## config.mk

```make
export PLATFORM = sky130hd
export DESIGN_NAME = mem_access_stage
export DESIGN_NICKNAME = d
export VERILOG_FILES = /design/src/rtl/legv8_mem_pkg.sv /design/src/rtl/mem_lane_merge.sv /design/src/rtl/mem_access_stage.sv
export SDC_FILE = /design/constraint.sdc
export NUM_CORES = 1
export LEC_CHECK = 0
export CORE_ASPECT_RATIO = 1.25
export CORE_MARGIN = 2
export CORE_UTILIZATION = 48
export DETAILED_ROUTE_END_ITERATION = 8
export HOLD_SLACK_MARGIN = 0.15
export MAX_ROUTING_LAYER = met4
export PLACE_DENSITY_LB_ADDON = 0.1
export SLEW_MARGIN = 25
export SYNTH_ARGS = -nofsm -noshare
export SYNTH_HDL_FRONTEND = slang
export SYNTH_SLANG_ARGS = --single-unit
```

## constraint.sdc

```tcl
create_clock -name clk -period 3.1 [get_ports clk]
set_clock_uncertainty 0.15 [all_clocks]
set_input_delay 0.465 -clock clk [delete_from_list [all_inputs] [get_ports clk]]
set_output_delay 0.465 -clock clk [all_outputs]
set_load 0.005 [all_outputs]
```

## src/rtl/legv8_mem_pkg.sv

```systemverilog
// Shared types for the LEGv8 MEM stage: memory op encoding, FSM state encoding
// and access-size helpers.
package legv8_mem_pkg;

  localparam int MEM_DW = 64;

  typedef enum logic [2:0] {
    LDUR   = 3'd0,
    LDURB  = 3'd1,
    LDURH  = 3'd2,
    LDURSW = 3'd3,
    STUR   = 3'd4,
    STURB  = 3'd5,
    STURH  = 3'd6,
    STURW  = 3'd7
  } mem_op_t;

  typedef enum logic [1:0] {
    IDLE   = 2'd0,
    ACCESS = 2'd1,
    RMW_WR = 2'd2
  } state_t;

  function automatic logic is_store(input mem_op_t op);
    return op[2];
  endfunction

  function automatic logic [3:0] size_bytes(input mem_op_t op);
    case (op)
      LDURB, STURB:  size_bytes = 4'd1;
      LDURH, STURH:  size_bytes = 4'd2;
      LDURSW, STURW: size_bytes = 4'd4;
      default:       size_bytes = 4'd8;
    endcase
  endfunction

  function automatic logic misaligned(input mem_op_t op, input logic [2:0] addr_lo);
    return (({1'b0, addr_lo} & (size_bytes(op) - 4'd1)) != 4'd0);
  endfunction

endpackage

```

## src/rtl/mem_lane_merge.sv

```systemverilog
// Big-endian lane handling: load extract/extend from the MSBs of a doubleword and
// sub-word store merge into the top bytes of a previously read doubleword.
module mem_lane_merge
  import legv8_mem_pkg::*;
(
  input  mem_op_t              op_i,
  input  logic [MEM_DW-1:0]    rdata_i,
  input  logic [MEM_DW-1:0]    wdata_i,
  input  logic [MEM_DW-1:0]    base_i,
  output logic [MEM_DW-1:0]    load_data_o,
  output logic [MEM_DW-1:0]    merge_data_o
);

  // Load extract: the addressed byte is the MSB of the doubleword.
  always_comb begin
    load_data_o = rdata_i;
    case (op_i)
      LDURB:   load_data_o = {56'd0, rdata_i[63:56]};
      LDURH:   load_data_o = {48'd0, rdata_i[63:48]};
      LDURSW:  load_data_o = {{32{rdata_i[63]}}, rdata_i[63:32]};
      default: load_data_o = rdata_i;
    endcase
  end

  // Store merge: replace the top bytes of the old doubleword with the sub-word LSBs.
  always_comb begin
    merge_data_o = wdata_i;
    case (op_i)
      STURB:   merge_data_o = {wdata_i[7:0],  base_i[55:0]};
      STURH:   merge_data_o = {wdata_i[15:0], base_i[47:0]};
      STURW:   merge_data_o = {wdata_i[31:0], base_i[31:0]};
      default: merge_data_o = wdata_i;
    endcase
  end

endmodule

```

## src/rtl/mem_access_stage.sv

```systemverilog
// LEGv8 MEM-stage controller in front of a big-endian doubleword data memory.
// Optional alignment fault checking is enabled by defining MEM_ALIGN_CHECK_EN.
module mem_access_stage
  import legv8_mem_pkg::*;
#(
  parameter int AW = 8,
  parameter int DW = 64,
  parameter int RW = 5
) (
  input  logic          clk,
  input  logic          rst_n,
  input  logic          ex_valid,
  output logic          ex_ready,
  input  logic [2:0]    ex_op,
  input  logic [AW-1:0] ex_addr,
  input  logic [DW-1:0] ex_wdata,
  input  logic [RW-1:0] ex_rd,
  output logic          mem_rd,
  output logic          mem_wr,
  output logic [AW-1:0] mem_addr,
  output logic [DW-1:0] mem_wdata,
  input  logic [DW-1:0] mem_rdata,
  output logic          wb_valid,
  output logic          wb_we,
  output logic [RW-1:0] wb_rd,
  output logic [DW-1:0] wb_data,
  output logic          fault
);

  state_t        state_q;
  mem_op_t       op_q;
  logic [AW-1:0] addr_q;
  logic [DW-1:0] wdata_q;
  logic [DW-1:0] rmw_q;
  logic [RW-1:0] rd_q;
  logic          wb_valid_q;
  logic          wb_we_q;
  logic          fault_q;
  logic [RW-1:0] wb_rd_q;
  logic [DW-1:0] wb_data_q;

  logic          load_s;
  logic          sub_store_s;
  logic          misalign_s;
  logic          accept_s;
  logic [DW-1:0] load_data_s;
  logic [DW-1:0] merge_data_s;

  assign load_s      = ~is_store(op_q);
  assign sub_store_s = is_store(op_q) && (op_q != STUR);

`ifdef MEM_ALIGN_CHECK_EN
  assign misalign_s = misaligned(op_q, addr_q[2:0]);
`else
  assign misalign_s = 1'b0;
`endif

  // A pending sub-word store holds EX off until its write has been issued.
  assign ex_ready = rst_n && ((state_q == IDLE) || ((state_q == ACCESS) && !sub_store_s));
  assign accept_s = ex_valid && ex_ready;

  // Strobes come straight from state so an async reset removes them immediately.
  assign mem_rd    = (state_q == ACCESS) && !misalign_s && (load_s || sub_store_s);
  assign mem_wr    = ((state_q == ACCESS) && (op_q == STUR) && !misalign_s) || (state_q == RMW_WR);
  assign mem_addr  = (mem_rd || mem_wr) ? addr_q : {AW{1'b0}};
  assign mem_wdata = !mem_wr              ? {DW{1'b0}}   :
                     (state_q == RMW_WR)  ? merge_data_s : wdata_q;

  assign wb_valid = wb_valid_q;
  assign wb_we    = wb_we_q;
  assign wb_rd    = wb_rd_q;
  assign wb_data  = wb_data_q;
  assign fault    = fault_q;

  mem_lane_merge u_lane (
    .op_i         (op_q),
    .rdata_i      (mem_rdata),
    .wdata_i      (wdata_q),
    .base_i       (rmw_q),
    .load_data_o  (load_data_s),
    .merge_data_o (merge_data_s)
  );

  // Stage FSM, request register and registered WB outputs.
  always_ff @(posedge clk or negedge rst_n) begin
    if (!rst_n) begin
      state_q    <= IDLE;
      op_q       <= LDUR;
      addr_q     <= {AW{1'b0}};
      wdata_q    <= {DW{1'b0}};
      rmw_q      <= {DW{1'b0}};
      rd_q       <= {RW{1'b0}};
      wb_valid_q <= 1'b0;
      wb_we_q    <= 1'b0;
      fault_q    <= 1'b0;
      wb_rd_q    <= {RW{1'b0}};
      wb_data_q  <= {DW{1'b0}};
    end else begin
      wb_valid_q <= 1'b0;
      wb_we_q    <= 1'b0;
      fault_q    <= 1'b0;
      if (accept_s) begin
        op_q    <= mem_op_t'(ex_op);
        addr_q  <= ex_addr;
        wdata_q <= ex_wdata;
        rd_q    <= ex_rd;
      end
      case (state_q)
        IDLE: begin
          state_q <= accept_s ? ACCESS : IDLE;
        end
        ACCESS: begin
          if (sub_store_s && !misalign_s) begin
            rmw_q   <= mem_rdata;
            state_q <= RMW_WR;
          end else begin
            wb_valid_q <= 1'b1;
            wb_we_q    <= load_s && !misalign_s;
            fault_q    <= misalign_s;
            wb_rd_q    <= rd_q;
            wb_data_q  <= (load_s && !misalign_s) ? load_data_s : {DW{1'b0}};
            state_q    <= accept_s ? ACCESS : IDLE;
          end
        end
        RMW_WR: begin
          wb_valid_q <= 1'b1;
          wb_rd_q    <= rd_q;
          wb_data_q  <= {DW{1'b0}};
          state_q    <= IDLE;
        end
        default: begin
          state_q <= IDLE;
        end
      endcase
    end
  end

endmodule

```

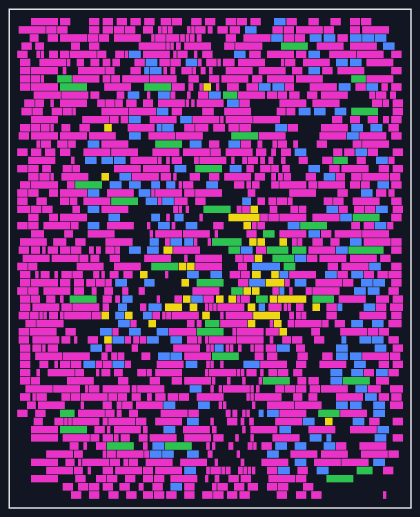
sizes.png
(3 px per µm)
[_0 and _1 cells] magenta | cells: 907 | share: 78% | most used: clkdlybuf4s50_1
[_3 and _4 cells] yellow | cells: 39 | share: 3.3% | most used: buf_4
[_2 cells] blue | cells: 177 | share: 15% | most used: mux2_2
[_6 and larger] green | cells: 42 | share: 3.6% | most used: clkbuf_16

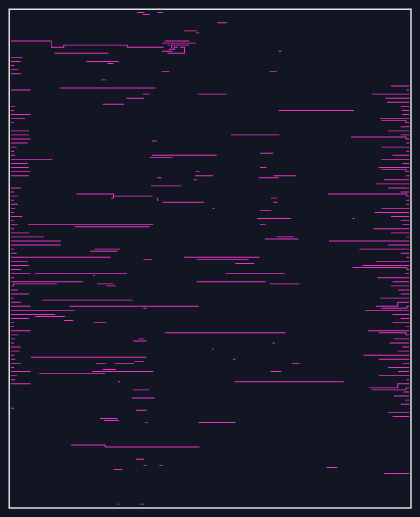
layer_met3.png
(3 px per µm)
share of all routed wire: 5.9%
wire length on this layer: 1,910 µm
main direction: horizontal

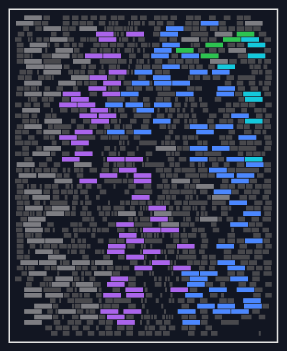
flops_by_reg.png
(2 px per µm) Other sequential cells in the stronger grey, the rest of the logic in the fainter grey.
[addr_q] cyan | placed flops: 8 | where: top right
[rd_q] green | placed flops: 5 | where: top right
[rmw_q] purple | placed flops: 56
[wdata_q] blue | placed flops: 64
not coloured: 76

[report_power, final]
part           switching, mW  internal, mW  total, mW
logic                   2.01          2.73       4.74
registers              0.934          3.89       4.83
clock network           1.10          1.52       2.62
[cell families after synthesis]
kind of cell / count (synthesis) / synth area share [%]
buffers and inverters: 84 / 3.650
flip-flops: 209 / 52.07
other: 1 / 0.03733
AND-OR/OR-AND: 227 / 17.23
multiplexers: 172 / 18.88
adder cells (fa/ha/maj): 3 / 0.3737
AND/OR/NAND/NOR: 171 / 7.761
[through the flow]
stage / std cells / hold slack, ns / cell area, µm²
after detailed placement: 1386 / 0.1016 / 13290
final: 1440 / 0.1658 / 14270
after global placement: 1386 / 0.09950 / 13280
after global routing: 1440 / 0.1716 / 14270
after floorplan: 867 / 0.01941 / 10040
after CTS: 1431 / 0.1657 / 14130
==> flow_metrics.py <==
# Physical implementation metrics
metrics = {
    "final_timing": {
        "final.setup.worst_slack_ns": 0.004500,
        "max_slew_margin_pct": 45.64,
        "fin_tns_setup_ns": 0,
        "fmax_ghz": 0.3231,
        "tightest_slew_ns": 0.8155,
        "final_max_slew_viol_count": 0,
        "finalSetupViolations": 0,
    },
    "logic_synthesis": {
        "ys_types": 43,
        "numSynthFlops": 209,
        "ff_type": "dfrtp_1",
        "top_area_cell": "dfrtp_1",
        "synth.top_cells.by_count": "dfrtp_1, mux2_2, nand2_1",
        "yosys-stat-area_um2": 10040,
        "yosys.cell_count.top_type": "dfrtp_1",
        "edf_count": 0,
        "syn_nets": 1017,
        "synthCells": 867,
        "top_cell_area_share_pct": 52.07,
    },
    "setup_path": {
        "r2r_slack_ns": 0.59,
        "cp_slowest_cell": "dfrtp_4",
        "r2r-end": "wb_data[63]",
        "crit_cells": 6,
        "end_kind": "output pin",
        "slowest_delay_ns": 0.54,
        "critPathKind": "flip-flop to output pin",
        "start_kind": "flip-flop",
        "cpLargestDelayFamily": "buffers and inverters",
    },
    "power_and_ir_drop": {
        "p_total_mw": 12.19,
        "p_per_area_nw_per_um2": 853.8,
    },
    "grt": {
        "grt_util_met3_pct": 3.999,
        "grt_usage_pct": 29.48,
        "grt_max_degree": 150,
        "antenna_found_initial": 1,
        "grt_pass1_wl_um": 49220,
    },
    "die": {
        "core-area_um2": 20670,
        "die_h_um": 165.7,
        "fp-utilization_pct": 48.60,
        "rows": 59,
        "fp.dieW_um": 133.4,
        "n_tap_cell": 274,
    },
    "final_layout": {
        "fin_util_pct": 69.05,
        "signal_buffer_area_fraction_pct": 23.84,
        "comb_cells": 574,
        "area_growth_pct": 42.09,
        "nNonClkBuffers": 335,
        "seq-cell-share_pct": 36.68,
        "seq_cell_count": 209,
        "regArea_um2": 5235,
    },
    "clock_tree": {
        "cts_resized": 13,
        "clock-sinks": 209,
        "cts.clk_slew.worst_paths_ns": 0.07,
        "holdBufCountCts": 1,
    },
    "routing": {
        "routed_wl_um": 32230,
        "drtIter0Drc": 623,
        "drtPass1Iterations": 5,
        "wl_met2_um": 15200,
        "vias": 8180,
    },
    "flow_run": {
        "max_cap_viol_count": 0,
    },
    "status": {
        "outcome": "completed",
    },
}
